[src/rtl/ahb_frame_sequencer_pkg.sv]
// ahb_pkg: shared AHB transfer codes, sequencer states and command-frame field positions
package ahb_pkg;
  localparam logic [1:0] HTRANS_IDLE = 2'b00;
  localparam logic [1:0] HTRANS_BUSY = 2'b01;
  localparam logic [1:0] HTRANS_NONSEQ = 2'b10;
  localparam logic [1:0] HTRANS_SEQ = 2'b11;
  localparam int HWRITE_BIT = 99;
  localparam int RSVD_BIT = 98;
  localparam int HTRANS_HI = 97;
  localparam int HTRANS_LO = 96;
  localparam int HWDATA_HI = 95;
  localparam int HWDATA_LO = 64;
  localparam int HADDR_HI = 63;
  localparam int HADDR_LO = 32;
  typedef enum logic [2:0] {IDLE, SHIFT, ADDR, DATA, RESP} state_t;
endpackage

[src/rtl/ahb_frame_sequencer_if.sv]
// ahb_frame_sequencer_if: serial frame input, AHB-Lite master side and response signals
interface ahb_frame_sequencer_if;
  logic bit_valid;
  logic bit_in;
  logic frame_start;
  logic hreadyout;
  logic [31:0] hrdata;
  logic [31:0] haddr;
  logic [31:0] hwdata;
  logic [1:0] htrans;
  logic hwrite;
  logic hreadyin;
  logic rsp_valid;
  logic rsp_err;
  logic [31:0] rsp_rdata;
  logic overrun;
  modport slave (
    input bit_valid, bit_in, frame_start, hreadyout, hrdata,
    output haddr, hwdata, htrans, hwrite, hreadyin, rsp_valid, rsp_err, rsp_rdata, overrun
  );
  modport master (
    output bit_valid, bit_in, frame_start, hreadyout, hrdata,
    input haddr, hwdata, htrans, hwrite, hreadyin, rsp_valid, rsp_err, rsp_rdata, overrun
  );
endinterface

[src/rtl/ahb_frame_sequencer_frame_shifter.sv]
// frame_shifter: MSB-first shift register with saturating bit counter; clear+load restarts at one bit
module frame_shifter #(
  parameter int FRAME_BITS = 100,
  parameter int CNT_W = 7
) (
  input  logic clk,
  input  logic reset_n,
  input  logic clear,
  input  logic load,
  input  logic bit_in,
  output logic [FRAME_BITS-1:0] frame,
  output logic frame_full
);
  logic [CNT_W-1:0] count;
  always_ff @(posedge clk or negedge reset_n)
    if (!reset_n) begin
      frame <= '0;
      count <= '0;
    end else if (clear) begin
      frame <= load ? FRAME_BITS'(bit_in) : '0;
      count <= load ? CNT_W'(1) : '0;
    end else if (load) begin
      frame <= {frame[FRAME_BITS-2:0], bit_in};
      count <= count + CNT_W'(count != CNT_W'(FRAME_BITS));
    end
  assign frame_full = count == CNT_W'(FRAME_BITS);
endmodule

[src/rtl/ahb_frame_sequencer.sv]
// ahb_frame_sequencer: assembles a 100-bit command frame and runs one AHB-Lite transfer with timeout
module ahb_frame_sequencer
  import ahb_pkg::*;
#(
  parameter int FRAME_BITS = 100,
  parameter int CNT_W = 7,
  parameter int TIMEOUT_CYCLES = 16
) (
  input logic clk,
  input logic reset_n,
  ahb_frame_sequencer_if.slave bus
);
  state_t state, next;
  logic [FRAME_BITS-1:0] frame;
  logic frame_full, clear, load, frame_ok, busy, unused_bits;
  logic [7:0] wait_cnt;
  frame_shifter #(.FRAME_BITS(FRAME_BITS), .CNT_W(CNT_W)) u_shifter (
    .clk(clk), .reset_n(reset_n), .clear(clear), .load(load),
    .bit_in(bus.bit_in), .frame(frame), .frame_full(frame_full)
  );
  assign unused_bits = ^frame[HADDR_LO-1:0];
  assign frame_ok = frame[RSVD_BIT] &&
    (frame[HTRANS_HI:HTRANS_LO] == HTRANS_NONSEQ || frame[HTRANS_HI:HTRANS_LO] == HTRANS_SEQ);
  assign busy = state == ADDR || state == DATA || state == RESP;
  always_comb begin
    next = state;
    clear = 1'b0;
    load = 1'b0;
    case (state)
      IDLE: if (bus.bit_valid && bus.frame_start) begin
        clear = 1'b1;
        load = 1'b1;
        next = SHIFT;
      end
      SHIFT: if (frame_full) next = frame_ok ? ADDR : RESP;
        else if (bus.bit_valid) begin
          clear = bus.frame_start;
          load = 1'b1;
        end
      ADDR: next = bus.hreadyout ? DATA : ADDR;
      DATA: next = (bus.hreadyout || wait_cnt == 8'(TIMEOUT_CYCLES - 1)) ? RESP : DATA;
      RESP: begin
        clear = 1'b1;
        next = IDLE;
      end
      default: next = IDLE;
    endcase
  end
  assign bus.htrans = state == ADDR ? HTRANS_NONSEQ : HTRANS_IDLE;
  assign bus.hreadyin = state == ADDR || state == DATA;
  assign bus.rsp_valid = state == RESP;
  always_ff @(posedge clk or negedge reset_n)
    if (!reset_n) begin
      state <= IDLE;
      bus.haddr <= '0;
      bus.hwdata <= '0;
      bus.hwrite <= 1'b0;
      bus.rsp_err <= 1'b0;
      bus.rsp_rdata <= '0;
      bus.overrun <= 1'b0;
      wait_cnt <= '0;
    end else begin
      state <= next;
      if (bus.bit_valid && busy) bus.overrun <= 1'b1;
      if (state == SHIFT && next == ADDR) begin
        bus.haddr <= frame[HADDR_HI:HADDR_LO];
        bus.hwrite <= frame[HWRITE_BIT];
        wait_cnt <= '0;
      end
      if (state == ADDR && next == DATA && bus.hwrite) bus.hwdata <= frame[HWDATA_HI:HWDATA_LO];
      if (state == DATA && !bus.hreadyout && wait_cnt != 8'hFF) wait_cnt <= wait_cnt + 8'd1;
      if (state == SHIFT && next == RESP) begin
        bus.rsp_err <= 1'b1;
        bus.rsp_rdata <= '0;
      end
      if (state == DATA && next == RESP) begin
        bus.rsp_err <= !bus.hreadyout;
        bus.rsp_rdata <= (bus.hreadyout && !bus.hwrite) ? bus.hrdata : '0;
      end
    end
endmodule
[src/flat_wrapper.sv]
// flat-port wrapper written by rule: the top's interface ports become plain ports
module ahb_frame_sequencer_flat import ahb_pkg::*;
#(
  parameter int FRAME_BITS = 100,
  parameter int CNT_W = 7,
  parameter int TIMEOUT_CYCLES = 16
)
  (clk, reset_n, bus_bit_valid, bus_bit_in, bus_frame_start, bus_hreadyout, bus_hrdata, bus_haddr, bus_hwdata, bus_htrans, bus_hwrite, bus_hreadyin, bus_rsp_valid, bus_rsp_err, bus_rsp_rdata, bus_overrun);
  ahb_frame_sequencer_if bus_i ();
  input logic clk;
  input logic reset_n;
  input wire logic [$bits(bus_i.bit_valid)-1:0] bus_bit_valid;
  input wire logic [$bits(bus_i.bit_in)-1:0] bus_bit_in;
  input wire logic [$bits(bus_i.frame_start)-1:0] bus_frame_start;
  input wire logic [$bits(bus_i.hreadyout)-1:0] bus_hreadyout;
  input wire logic [$bits(bus_i.hrdata)-1:0] bus_hrdata;
  output wire logic [$bits(bus_i.haddr)-1:0] bus_haddr;
  output wire logic [$bits(bus_i.hwdata)-1:0] bus_hwdata;
  output wire logic [$bits(bus_i.htrans)-1:0] bus_htrans;
  output wire logic [$bits(bus_i.hwrite)-1:0] bus_hwrite;
  output wire logic [$bits(bus_i.hreadyin)-1:0] bus_hreadyin;
  output wire logic [$bits(bus_i.rsp_valid)-1:0] bus_rsp_valid;
  output wire logic [$bits(bus_i.rsp_err)-1:0] bus_rsp_err;
  output wire logic [$bits(bus_i.rsp_rdata)-1:0] bus_rsp_rdata;
  output wire logic [$bits(bus_i.overrun)-1:0] bus_overrun;
  assign bus_i.bit_valid = bus_bit_valid;
  assign bus_i.bit_in = bus_bit_in;
  assign bus_i.frame_start = bus_frame_start;
  assign bus_i.hreadyout = bus_hreadyout;
  assign bus_i.hrdata = bus_hrdata;
  assign bus_haddr = bus_i.haddr;
  assign bus_hwdata = bus_i.hwdata;
  assign bus_htrans = bus_i.htrans;
  assign bus_hwrite = bus_i.hwrite;
  assign bus_hreadyin = bus_i.hreadyin;
  assign bus_rsp_valid = bus_i.rsp_valid;
  assign bus_rsp_err = bus_i.rsp_err;
  assign bus_rsp_rdata = bus_i.rsp_rdata;
  assign bus_overrun = bus_i.overrun;
  ahb_frame_sequencer #(.FRAME_BITS(FRAME_BITS), .CNT_W(CNT_W), .TIMEOUT_CYCLES(TIMEOUT_CYCLES)) u_core (.clk(clk), .reset_n(reset_n), .bus(bus_i));
endmodule
[config.mk]
export PLATFORM = sky130hd
export DESIGN_NAME = ahb_frame_sequencer_flat
export DESIGN_NICKNAME = d
export VERILOG_FILES = /design/src/rtl/ahb_frame_sequencer_pkg.sv /design/src/rtl/ahb_frame_sequencer_if.sv /design/src/rtl/ahb_frame_sequencer_frame_shifter.sv /design/src/rtl/ahb_frame_sequencer.sv /design/src/flat_wrapper.sv
export SDC_FILE = /design/constraint.sdc
export NUM_CORES = 1
export LEC_CHECK = 0
export CORE_ASPECT_RATIO = 0.75
export CORE_UTILIZATION = 54
export CTS_CLUSTER_DIAMETER = 50
export CTS_CLUSTER_SIZE = 8
export DETAILED_ROUTE_END_ITERATION = 12
export PLACE_DENSITY = 0.77
export SETUP_SLACK_MARGIN = 0.05
export SLEW_MARGIN = 20
export SYNTH_ARGS = -nofsm -noshare
export SYNTH_HDL_FRONTEND = slang
export SYNTH_SLANG_ARGS = --single-unit
[constraint.sdc]
create_clock -name clk -period 2.4 [get_ports clk]
set_input_delay 0.48 -clock clk [delete_from_list [all_inputs] [get_ports clk]]
set_output_delay 0.48 -clock clk [all_outputs]
set_load 0.05 [all_outputs]
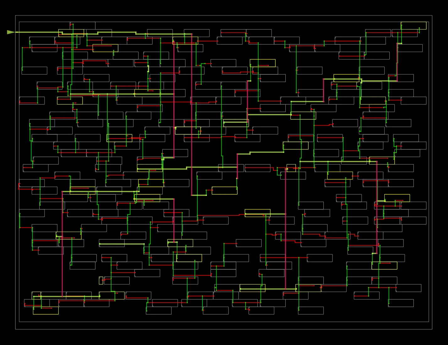
Fig. 1. Clock nets.
flop count: 217
clock skew: 0.0136 ns

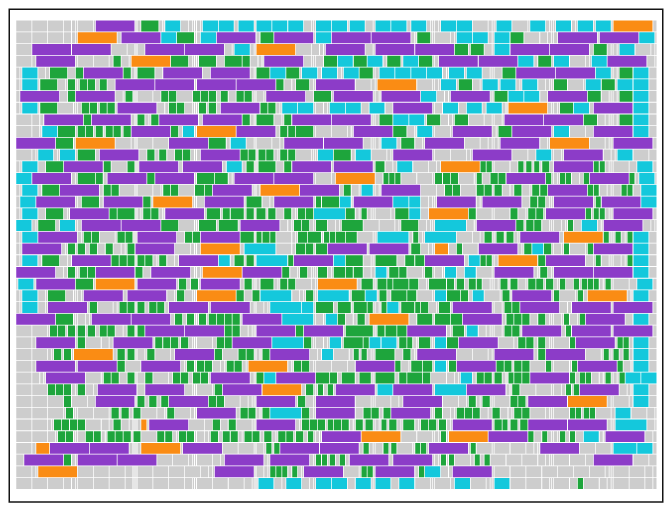
Fig. 2. Cell classes on the final placement.
Fill, decap, tap and diode cells in gray.
[purple] registers | cells: 217
[green] remaining logic cells | cells: 575
[cyan] remaining buffers and delay cells | cells: 177
[orange] clock drivers and dummy loads | cells: 34

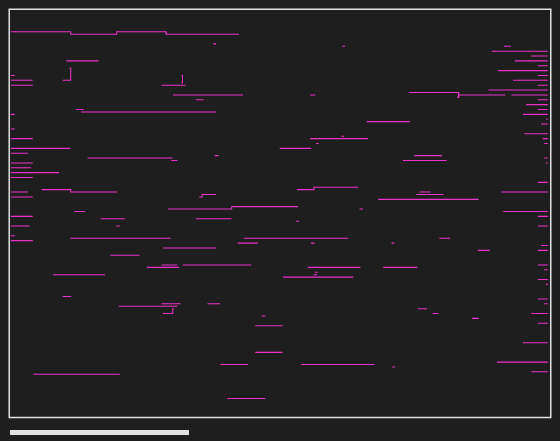
Fig. 3. M3 wires.
Bar = 50 um.
main direction: horizontal
share of all routed wire: 4.7%

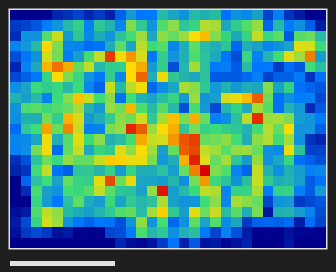
Fig. 4. Routed metal per tile.
Bar = 50 um. 30 x 23 tiles, from dark blue (low) to red (high), scaled to the fullest tile. Values are wire area over tile area, all layers added.
densest ninth of the die: center
tiles over half the peak: 32%
nearly empty tiles: 5.4%
fullest tile: 0.48

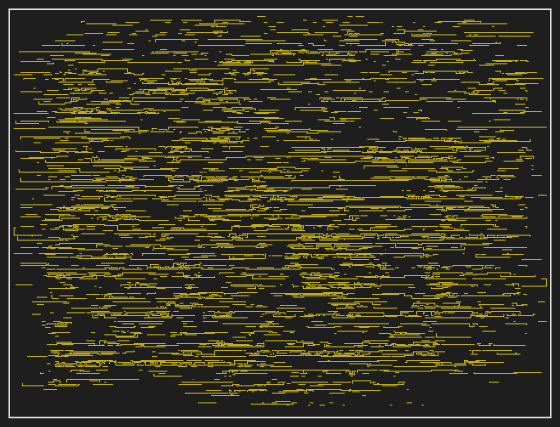
Fig. 5. Met1 routing.
nets with wire on the layer: 939
longest straight run: 33.6 um

==> CHANGELOG.md <==
### Changed

* Crit share post-route at around 95%
* Hold Path Sink: u_core.bus.haddr[23]
* IO Pins at 141
* Syn Std Cell Area at ~9000 um2
* Post-synthesis async set-or-reset flop share at 100%
* Seq area share at a little under half
* Busiest grt layer: met1
* FF-to-FF path depth at 6
* Chip area at between 15000 and 20000 um2
* Worst setup endpoint: bus_hwrite
* Post-CTS setup buffers at 0
* CP cell instances: clkdlybuf4s50_1
* RSZ-0062 raised after global routing: false
* CP Capture Type: output port
* R2r endpoint: u_core.u_shifter.count[6]
* Levels on crit path at 1
* Clock root cell: clkbuf_16
* Tot Pwr at ~0.0078 W
* Run status: finished, final reports clean
* Delay-heaviest family, CP: buffers and inverters
* And+or+nand+nor area frac at a little over an eighth
* Via count of the first global-routing pass at approximately 6800
* Reg area at between 5000 and 6000 um2
* Synth Seq Share at between 60 and 70%
* Fin. Hold Viols at 0
* Clock transition at path regs at 0.05 ns
* DP Wirelength at between 10000 and 15000 um
* Via density at 5.84
* Largest net degree at the start of global routing at 66
* Worst r2r src: u_core.u_shifter.count[1]
* Drt wl/cell at 17.3 um
* Comb gate area at approximately 3300 um2
* GRT overflow at 0
* H-Tree Depth at 1
* Via count at 7087
* Unique masters post-synth at approximately 46
* Most common logic cells in the final layout: 217 x dfrtp_1, 135 x clkdlybuf4s50_1, 111 x nand3_1
* Req. time, crit path at roughly 1.9 ns
* Leading cell kind: sequential cells
* Fin Setup TNS at 0 ns
* CTS Buffer Depth at 3
* Inverter count at 6
* Critical path type: flip-flop to output port
* GPL Wtd Cong at just over 0.8
* Register-to-register setup slack at around 0.33 ns
* Max Cap Violations at 0
* Comb area share at 28.0%
* CTS tree: built
* Post-route minimum period at around 2.3 ns
* Tool warnings at 27
* Pwr dens at around 670 nW/um2
* FP Core Util at about 56%
* # Taps at around 210
* Adder Area Share at less than 1%
* GRT Overall Usage at 25.3%
* Top non-seq family: AND-OR/OR-AND gates
* Comb group at between 0.0004 and 0.0005 W
* #FFs+latches synth at around 220
* Sequential share of power at between 40% and 50%
* Area after DPL at around 11000 um2
* Worst Hold Class: flip-flop to flip-flop
* Clock power share at between 40% and 50%
* CTS buffer count at 31
* Die width at 151 um
* Mi-comb count at 569
* Switching part of the total at between 20% and 30%
* Crit path launch type: flip-flop
* Crit path DAT at 1.79 ns
* Synth warn at 0
* Signal buffers share of area at between 10% and 20%
* Top cells by area: dfrtp_1 60%, nand3_1 6.2%, a21oi_1 5.9%, o21ai_0 4.9%, nand2_1 4.4%
* Synthesized Nets at slightly above 900
* Finished Core Util at between 70 and 80%
* Met3 Use GR at between 4 and 5%
* Global-route wire length before repair at between 30000 and 40000 um
* Hold Buf Count CTS at 1
* Clock Power at 0.00370 W
* Latency at later pin at ~0.54 ns
* Hold depth at 2
* Yosys synthesis chip area at 9010 um2
* Crit path launch: u_core.bus.hwrite
* Final setup vio count at 0
* MUX area fraction at under 10%
* # port buffers at roughly 140
* Ys flop type: dfrtp_1
* Synth area leader: dfrtp_1
* CP Max Fanout at 4
* Number of nets in the layout at roughly 1000
* CP max stage delay at approximately 0.84 ns
* Combinational share of power at under 10%
* Top-area cell type share of the netlist area at 60.3%
* Final WL at about 21000 um
* Buffers, non-clock at 177
* Worst min-delay path startpoint: u_core.bus.haddr[23]
* FP Rows at ~40
* Worst ir drop on vdd at approximately 0.47 mV
* F_max at 0.440 GHz
* Final hold slack at 0.461 ns
* Met1 usage at approximately two fifths
* DRT iter0 DRCs at approximately 500
* Dominant logic cell type in the layout: dfrtp_1
* Die Y at about 110 um
* ANT cells at 0
* Resized cells post-CTS at 0
* CTS Sinks at approximately 220
* Least-Margin Pin Slew at approximately 0.56 ns
* Internal Power at 0.00609 W
* Cells after synthesis at around 870
* EDFF count, synth at 0
* Routed Antenna Nets at 0
* Floorplan core area at roughly 16000 um2
* Post-route cell area at between 10000 and 15000 um2
* DRC Markers at 0
* Switch Pwr at around 0.0017 W
* Clk cell area share at between 6 and 7%
* Area grow syn2layout at 29.0%
* Synth Area in XOR/XNOR at less than 1%
* Met2 usage at a little under two fifths
* Leak pwr at ~5.3 nW
* Synth Area in Compound Gates at about 17%
* Slowest CP cell: clkdlybuf4s50_1
* Leading power group: sequential cells
* Yosys stat cell total at ~870
* Worst Path Buf+Inv at 1
* Clock buffers at 32
* Fill cells at about 1200
* Relative slew margins at 62.6%
* Sequential Power at between 0.003 and 0.004 W
* Initial antenna violation count at 0
* Share of layout cells above drive strength 1 at around 8.3%
* Fin. max-slew vios at 0
* Detailed Routing Iterations Pass 1 at 5
* Synthesized area per cell at between 10 and 15 um2
-- metal layers --
metal	vias up	routed length, um	part of all wire (%)
met3	39	984	4.7
met5	-	0	0
met4	0	414	2.0
met2	177	9780	47
li1	3327	-	-
met1	3544	9850	47
-- worst register-to-register path: stages (launching register included) --
cell and delay (ns):
dfrtp_1 0.41, inv_1 0.07, ha_1 0.20, and3_1 0.26, and2_4 0.31, or4_1 0.57
mux2i_1 0.14
-- sequential cells by signal, indices dropped and copies added, names as in the netlist --
register and count:
u_core.bus.hwrite 1, u_core.u_shifter.frame 100, u_core.bus.haddr 32, u_core.wait_cnt 8, u_core.state 3, u_core.bus.hwdata 32
u_core.bus.rsp_rdata 32, u_core.bus.rsp_err 1, u_core.u_shifter.count 7, u_core.bus.overrun 1
-- cells in the mapped netlist (2+ instances only) --
cell type / instances
dfrtp_1: 217
o21ai_1: 18
nor4bb_1: 2
o31ai_1: 2
or4_1: 4
nor3_1: 2
a22o_1: 33
o211ai_1: 2
xor2_1: 2
nand3_1: 111
o21bai_1: 4
inv_1: 5
nor2b_1: 2
o2bb2ai_1: 2
a31oi_1: 2
and2_1: 2
ha_1: 4
and3_1: 8
o211a_1: 2
nand2b_1: 2
mux2_1: 32
clkbuf_1: 59
a21oi_1: 106
nor2_1: 10
buf_4: 4
nand4_1: 3
o21ai_0: 89
and3b_1: 2
a211o_1: 4
buf_2: 14
buf_6: 2
nand2_1: 105
mux2i_1: 2
-- through the flow --
stage / std cells / setup slack (ns)
2_1_floorplan: 871 / 0.104
3_3_place_gp: 1178 / 0.311
3_5_place_dp: 1178 / 0.238
4_1_cts: 1213 / 0.0948
5_1_grt: 1213 / 0.0638
6_report: 1213 / 0.127
Power is estimated from default activity; no workload was simulated.
